Congestion heat map:
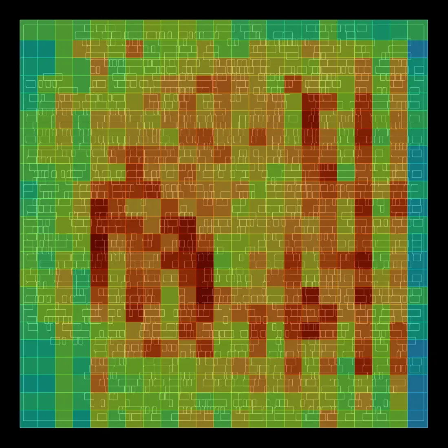
Wiring by layer:
Bar = 50 um.
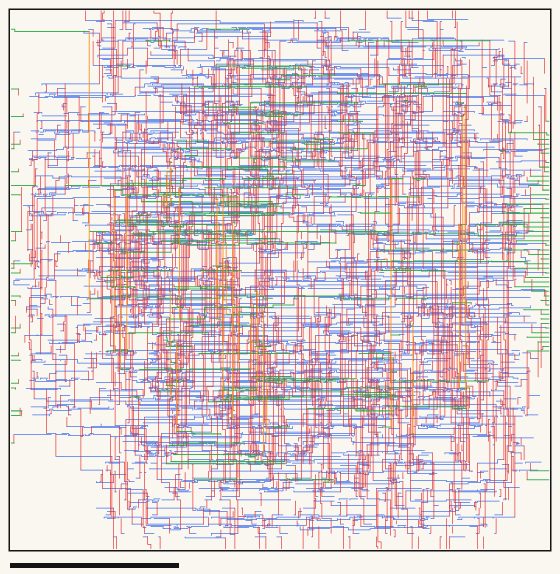
Selected gate families:
Bar = 50 um.
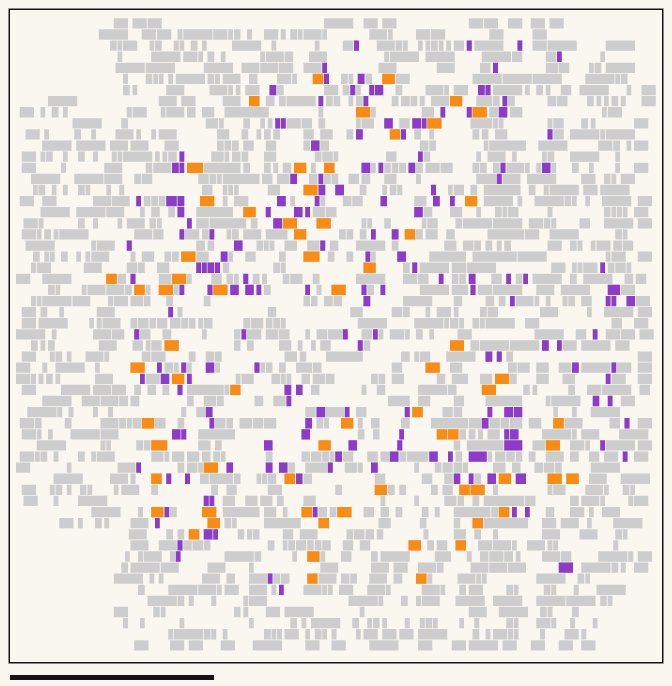
Local utilization:
The die is cut into 16 by 16 equal tiles; dark blue is low, red is high, 0 to 100% covered.
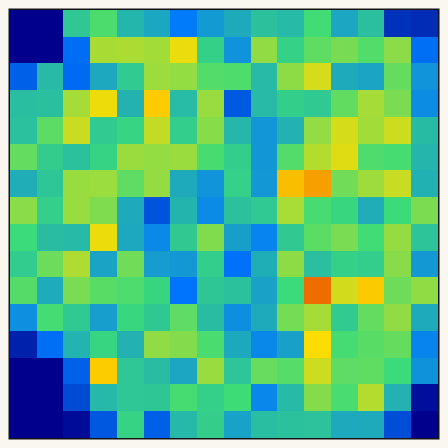
$ cat src/rtl/alu_pipe.sv
// Two-stage pipelined ALU with status flags, a pass-through tag and
// valid/ready handshakes on the issue and result sides.
module alu_pipe #(
    parameter int WIDTH = 32,
    parameter int TAG_W = 4
) (
    input  logic             clk,
    input  logic             rst,
    input  logic             in_valid,
    output logic             in_ready,
    input  logic [WIDTH-1:0] in_a,
    input  logic [WIDTH-1:0] in_b,
    input  logic [2:0]       in_opcode,
    input  logic             in_signed,
    input  logic [TAG_W-1:0] in_tag,
    output logic             out_valid,
    input  logic             out_ready,
    output logic [WIDTH-1:0] out_result,
    output logic [TAG_W-1:0] out_tag,
    output logic             out_zero,
    output logic             out_neg,
    output logic             out_carry,
    output logic             out_ovf
);

    localparam int MSB = WIDTH - 1;

    localparam logic [2:0] OP_ADD = 3'b000;
    localparam logic [2:0] OP_SUB = 3'b001;
    localparam logic [2:0] OP_GT  = 3'b010;
    localparam logic [2:0] OP_LT  = 3'b011;
    localparam logic [2:0] OP_AND = 3'b100;
    localparam logic [2:0] OP_OR  = 3'b101;
    localparam logic [2:0] OP_XOR = 3'b110;
    localparam logic [2:0] OP_EQ  = 3'b111;

    logic             s1_valid_q, s1_valid_d;
    logic [WIDTH-1:0] s1_a_q, s1_a_d;
    logic [WIDTH-1:0] s1_b_q, s1_b_d;
    logic [2:0]       s1_op_q, s1_op_d;
    logic             s1_signed_q, s1_signed_d;
    logic [TAG_W-1:0] s1_tag_q, s1_tag_d;

    logic             s2_valid_q, s2_valid_d;
    logic [WIDTH-1:0] s2_result_q, s2_result_d;
    logic [TAG_W-1:0] s2_tag_q, s2_tag_d;
    logic             s2_zero_q, s2_zero_d;
    logic             s2_neg_q, s2_neg_d;
    logic             s2_carry_q, s2_carry_d;
    logic             s2_ovf_q, s2_ovf_d;

    logic             s2_free, s1_free, s1_load, s2_load;
    logic [WIDTH:0]   sum, diff;
    logic             lt, gt;
    logic [WIDTH-1:0] res;
    logic             carry, ovf;

    assign s2_free  = !s2_valid_q || out_ready;
    assign s1_free  = !s1_valid_q || s2_free;
    assign s1_load  = in_valid && s1_free;
    assign s2_load  = s1_valid_q && s2_free;
    assign in_ready = s1_free;

    always_comb begin
        sum   = {1'b0, s1_a_q} + {1'b0, s1_b_q};
        diff  = {1'b0, s1_a_q} - {1'b0, s1_b_q};
        lt    = s1_signed_q ? ($signed(s1_a_q) < $signed(s1_b_q))
                            : (s1_a_q < s1_b_q);
        gt    = s1_signed_q ? ($signed(s1_a_q) > $signed(s1_b_q))
                            : (s1_a_q > s1_b_q);
        res   = '0;
        carry = 1'b0;
        ovf   = 1'b0;
        unique case (s1_op_q)
            OP_ADD: begin
                res   = sum[MSB:0];
                carry = sum[WIDTH];
                ovf   = (s1_a_q[MSB] == s1_b_q[MSB]) &&
                        (sum[MSB] != s1_a_q[MSB]);
            end
            OP_SUB: begin
                // A borrow sets the extra bit, so carry is its inverse.
                res   = diff[MSB:0];
                carry = !diff[WIDTH];
                ovf   = (s1_a_q[MSB] != s1_b_q[MSB]) &&
                        (diff[MSB] != s1_a_q[MSB]);
            end
            OP_GT:  res = {{(WIDTH-1){1'b0}}, gt};
            OP_LT:  res = {{(WIDTH-1){1'b0}}, lt};
            OP_AND: res = s1_a_q & s1_b_q;
            OP_OR:  res = s1_a_q | s1_b_q;
            OP_XOR: res = s1_a_q ^ s1_b_q;
            OP_EQ:  res = {{(WIDTH-1){1'b0}}, s1_a_q == s1_b_q};
        endcase
    end

    always_comb begin
        s1_valid_d  = s1_valid_q;
        s1_a_d      = s1_a_q;
        s1_b_d      = s1_b_q;
        s1_op_d     = s1_op_q;
        s1_signed_d = s1_signed_q;
        s1_tag_d    = s1_tag_q;
        if (s2_load) begin
            s1_valid_d = 1'b0;
        end
        if (s1_load) begin
            s1_valid_d  = 1'b1;
            s1_a_d      = in_a;
            s1_b_d      = in_b;
            s1_op_d     = in_opcode;
            s1_signed_d = in_signed;
            s1_tag_d    = in_tag;
        end
    end

    always_comb begin
        s2_valid_d  = s2_load || (s2_valid_q && !out_ready);
        s2_result_d = s2_result_q;
        s2_tag_d    = s2_tag_q;
        s2_zero_d   = s2_zero_q;
        s2_neg_d    = s2_neg_q;
        s2_carry_d  = s2_carry_q;
        s2_ovf_d    = s2_ovf_q;
        if (s2_load) begin
            s2_result_d = res;
            s2_tag_d    = s1_tag_q;
            s2_zero_d   = (res == '0);
            s2_neg_d    = res[MSB];
            s2_carry_d  = carry;
            s2_ovf_d    = ovf;
        end
    end

    always_ff @(posedge clk) begin
        if (rst) begin
            s1_valid_q  <= 1'b0;
            s1_a_q      <= '0;
            s1_b_q      <= '0;
            s1_op_q     <= '0;
            s1_signed_q <= 1'b0;
            s1_tag_q    <= '0;
            s2_valid_q  <= 1'b0;
            s2_result_q <= '0;
            s2_tag_q    <= '0;
            s2_zero_q   <= 1'b0;
            s2_neg_q    <= 1'b0;
            s2_carry_q  <= 1'b0;
            s2_ovf_q    <= 1'b0;
        end else begin
            s1_valid_q  <= s1_valid_d;
            s1_a_q      <= s1_a_d;
            s1_b_q      <= s1_b_d;
            s1_op_q     <= s1_op_d;
            s1_signed_q <= s1_signed_d;
            s1_tag_q    <= s1_tag_d;
            s2_valid_q  <= s2_valid_d;
            s2_result_q <= s2_result_d;
            s2_tag_q    <= s2_tag_d;
            s2_zero_q   <= s2_zero_d;
            s2_neg_q    <= s2_neg_d;
            s2_carry_q  <= s2_carry_d;
            s2_ovf_q    <= s2_ovf_d;
        end
    end

    assign out_valid  = s2_valid_q;
    assign out_result = s2_result_q;
    assign out_tag    = s2_tag_q;
    assign out_zero   = s2_zero_q;
    assign out_neg    = s2_neg_q;
    assign out_carry  = s2_carry_q;
    assign out_ovf    = s2_ovf_q;

endmodule
$ cat config.mk
export PLATFORM = sky130hd
export DESIGN_NAME = alu_pipe
export DESIGN_NICKNAME = d
export VERILOG_FILES = /design/src/rtl/alu_pipe.sv
export SDC_FILE = /design/constraint.sdc
export NUM_CORES = 1
export LEC_CHECK = 0
export CAP_MARGIN = 20
export CORE_UTILIZATION = 40
export CTS_CLUSTER_SIZE = 12
export DETAILED_ROUTE_END_ITERATION = 8
export PLACE_DENSITY = 0.58
export SYNTH_ARGS = -nofsm -noshare
export SYNTH_HDL_FRONTEND = slang
export SYNTH_SLANG_ARGS = --single-unit
$ cat constraint.sdc
create_clock -name clk -period 9.5 [get_ports clk]
set_input_delay 2.85 -clock clk [delete_from_list [all_inputs] [get_ports clk]]
set_output_delay 2.85 -clock clk [all_outputs]
set_load 0.005 [all_outputs]
==> flow_metrics.py <==
# Metrics from the implementation run
metrics = {
    "status": {
        "status": "complete, no violations",
    },
    "critical_path": {
        "worst-r2r-cell-count": 13,
        "r2r-end": "out_zero",
        "path_delay_family": "buffers and inverters",
        "crit_path_frequent_cell": "clkdlybuf4s50_1",
        "cp.required_ns": 6.65,
        "crit_buf_inv": 2,
    },
    "logic_synthesis": {
        "edf_count": 0,
        "netlist_instances": 1408,
        "simple_gate_share_pct": 22.2,
        "ys_async_sr_fraction_pct": 0,
        "logic_family": "AND-OR/OR-AND gates",
        "ys_warn_count": 0,
    },
    "drt": {
        "m1WireLength_um": 17000,
        "drtIter0Drc": 1011,
        "highest_layer": "met4",
        "totalWireLength_um": 35200,
    },
    "clocking": {
        "numCtsBuffers": 17,
        "cts_resized": 0,
        "hold_buffers": 0,
        "clockRootBuffer": "clkbuf_16",
    },
    "pwr": {
        "powerDensity_mw_per_mm2": 151,
        "internal-power_uw": 1140,
        "seq_power_uw": 524,
    },
    "layout": {
        "nNonClkInverters": 102,
        "layout.clock.cell_area_share_pct": 5.33,
        "drive_gt1_share_pct": 5.50,
        "final.fill_count": 2517,
    },
    "timing": {
        "fin_tns_setup_ns": 0,
        "finalSetupViolCount": 0,
        "tightest_slew_ns": 1.10,
        "drv_slew": 0,
    },
    "min_path": {
        "min_path_cells": 2,
        "hold_end": "out_tag[3]",
    },
    "floorplan": {
        "die_y_um": 160,
        "rows": 57,
        "ios": 118,
        "taps": 324,
    },
}
Back to the opening pictures, 'congestion heat map':
grt peak-use layer: met2
Routed wire per std cell: 19.6 um
grt met3 use: 4.36%
routing usage on met1: 39.8%
gr usage total: 27.5%

Back to the opening pictures, 'wiring by layer':
| color | layer | wire length |
|---|---|---|
| orange | M4 | 915 um |
| green | M3 | 2540 um |
| blue | M1 | 17000 um |
| red | M2 | 14800 um |

Back to the opening pictures, 'selected gate families':
| color | family | cells | most used |
|---|---|---|---|
| orange | non-inverting ao/oa cells | 68 | a21o_1 |
| purple | nor cells | 178 | nor2_1 |

Back to the opening pictures, 'local utilization':
densest ninth of the die: east
emptiest ninth of the die: south-west
fullest tile: 88%
mean over tiles: 45%
nearly empty tiles: 4.3%
tiles over 75% full: 2.3%

-- through the flow --
step           setup slack, ns  cell area [sq um]  cells  hold WS [ns]  power (uW)
2_1_floorplan             3.48               9950   1408         0.432         888
3_3_place_gp              2.53              11200   1765         0.441        1070
3_5_place_dp              2.48              11200   1766         0.446        1070
4_1_cts                   2.47              11900   1798         0.455        1790
5_1_grt                   2.39              11900   1798         0.470        1870
6_report                  2.45              11900   1798         0.451        1790
-- worst max-delay path by stage --
stage / from / end / depth (start not counted) / slack, ns
floorplan: out_ready / in_ready / 2 / 3.48
global placement: out_ready / in_ready / 4 / 2.53
detailed placement: out_ready / in_ready / 4 / 2.48
CTS: out_ready / in_ready / 4 / 2.47
global route: out_ready / in_ready / 4 / 2.39
finish: out_ready / in_ready / 4 / 2.45
-- cell usage after synthesis (all sizes together), types with 24 or more instances --
library cell	number	area, sq um
nor2	108	405
a21oi	170	851
inv	102	383
buf	24	128
mux2i	25	250
a211oi	25	198
clkbuf	75	282
dfxtp	113	2260
nand2	235	882
o21ai	70	350
nor3	33	165
ha	96	1200
-- cell usage in the layout (no fill, tap or decap), types with 18 or more instances in the layout --
cell | netlist | final
clkdlybuf4s50_1 | 0 | 116
a21oi_1 | 170 | 170
nor4_1 | 18 | 18
mux2i_1 | 25 | 25
a211oi_1 | 23 | 23
ha_1 | 96 | 96
nand2_1 | 235 | 234
o22ai_1 | 22 | 22
dfxtp_1 | 113 | 113
o21ai_0 | 57 | 57
nor3_1 | 33 | 32
nand3_1 | 22 | 22
inv_1 | 98 | 98
nor2_1 | 108 | 108
-- flip-flops by register name, summed over array words and instances, names as in the netlist --
register     cells
s1_tag_q         4
out_tag          4
s1_a_q          32
s1_signed_q      1
out_result      32
out_valid        1
out_ovf          1
s1_valid_q       1
s1_op_q          3
s1_b_q          32
out_carry        1
out_zero         1
Power figures rest on the tool's default switching activity, not on a simulated workload.
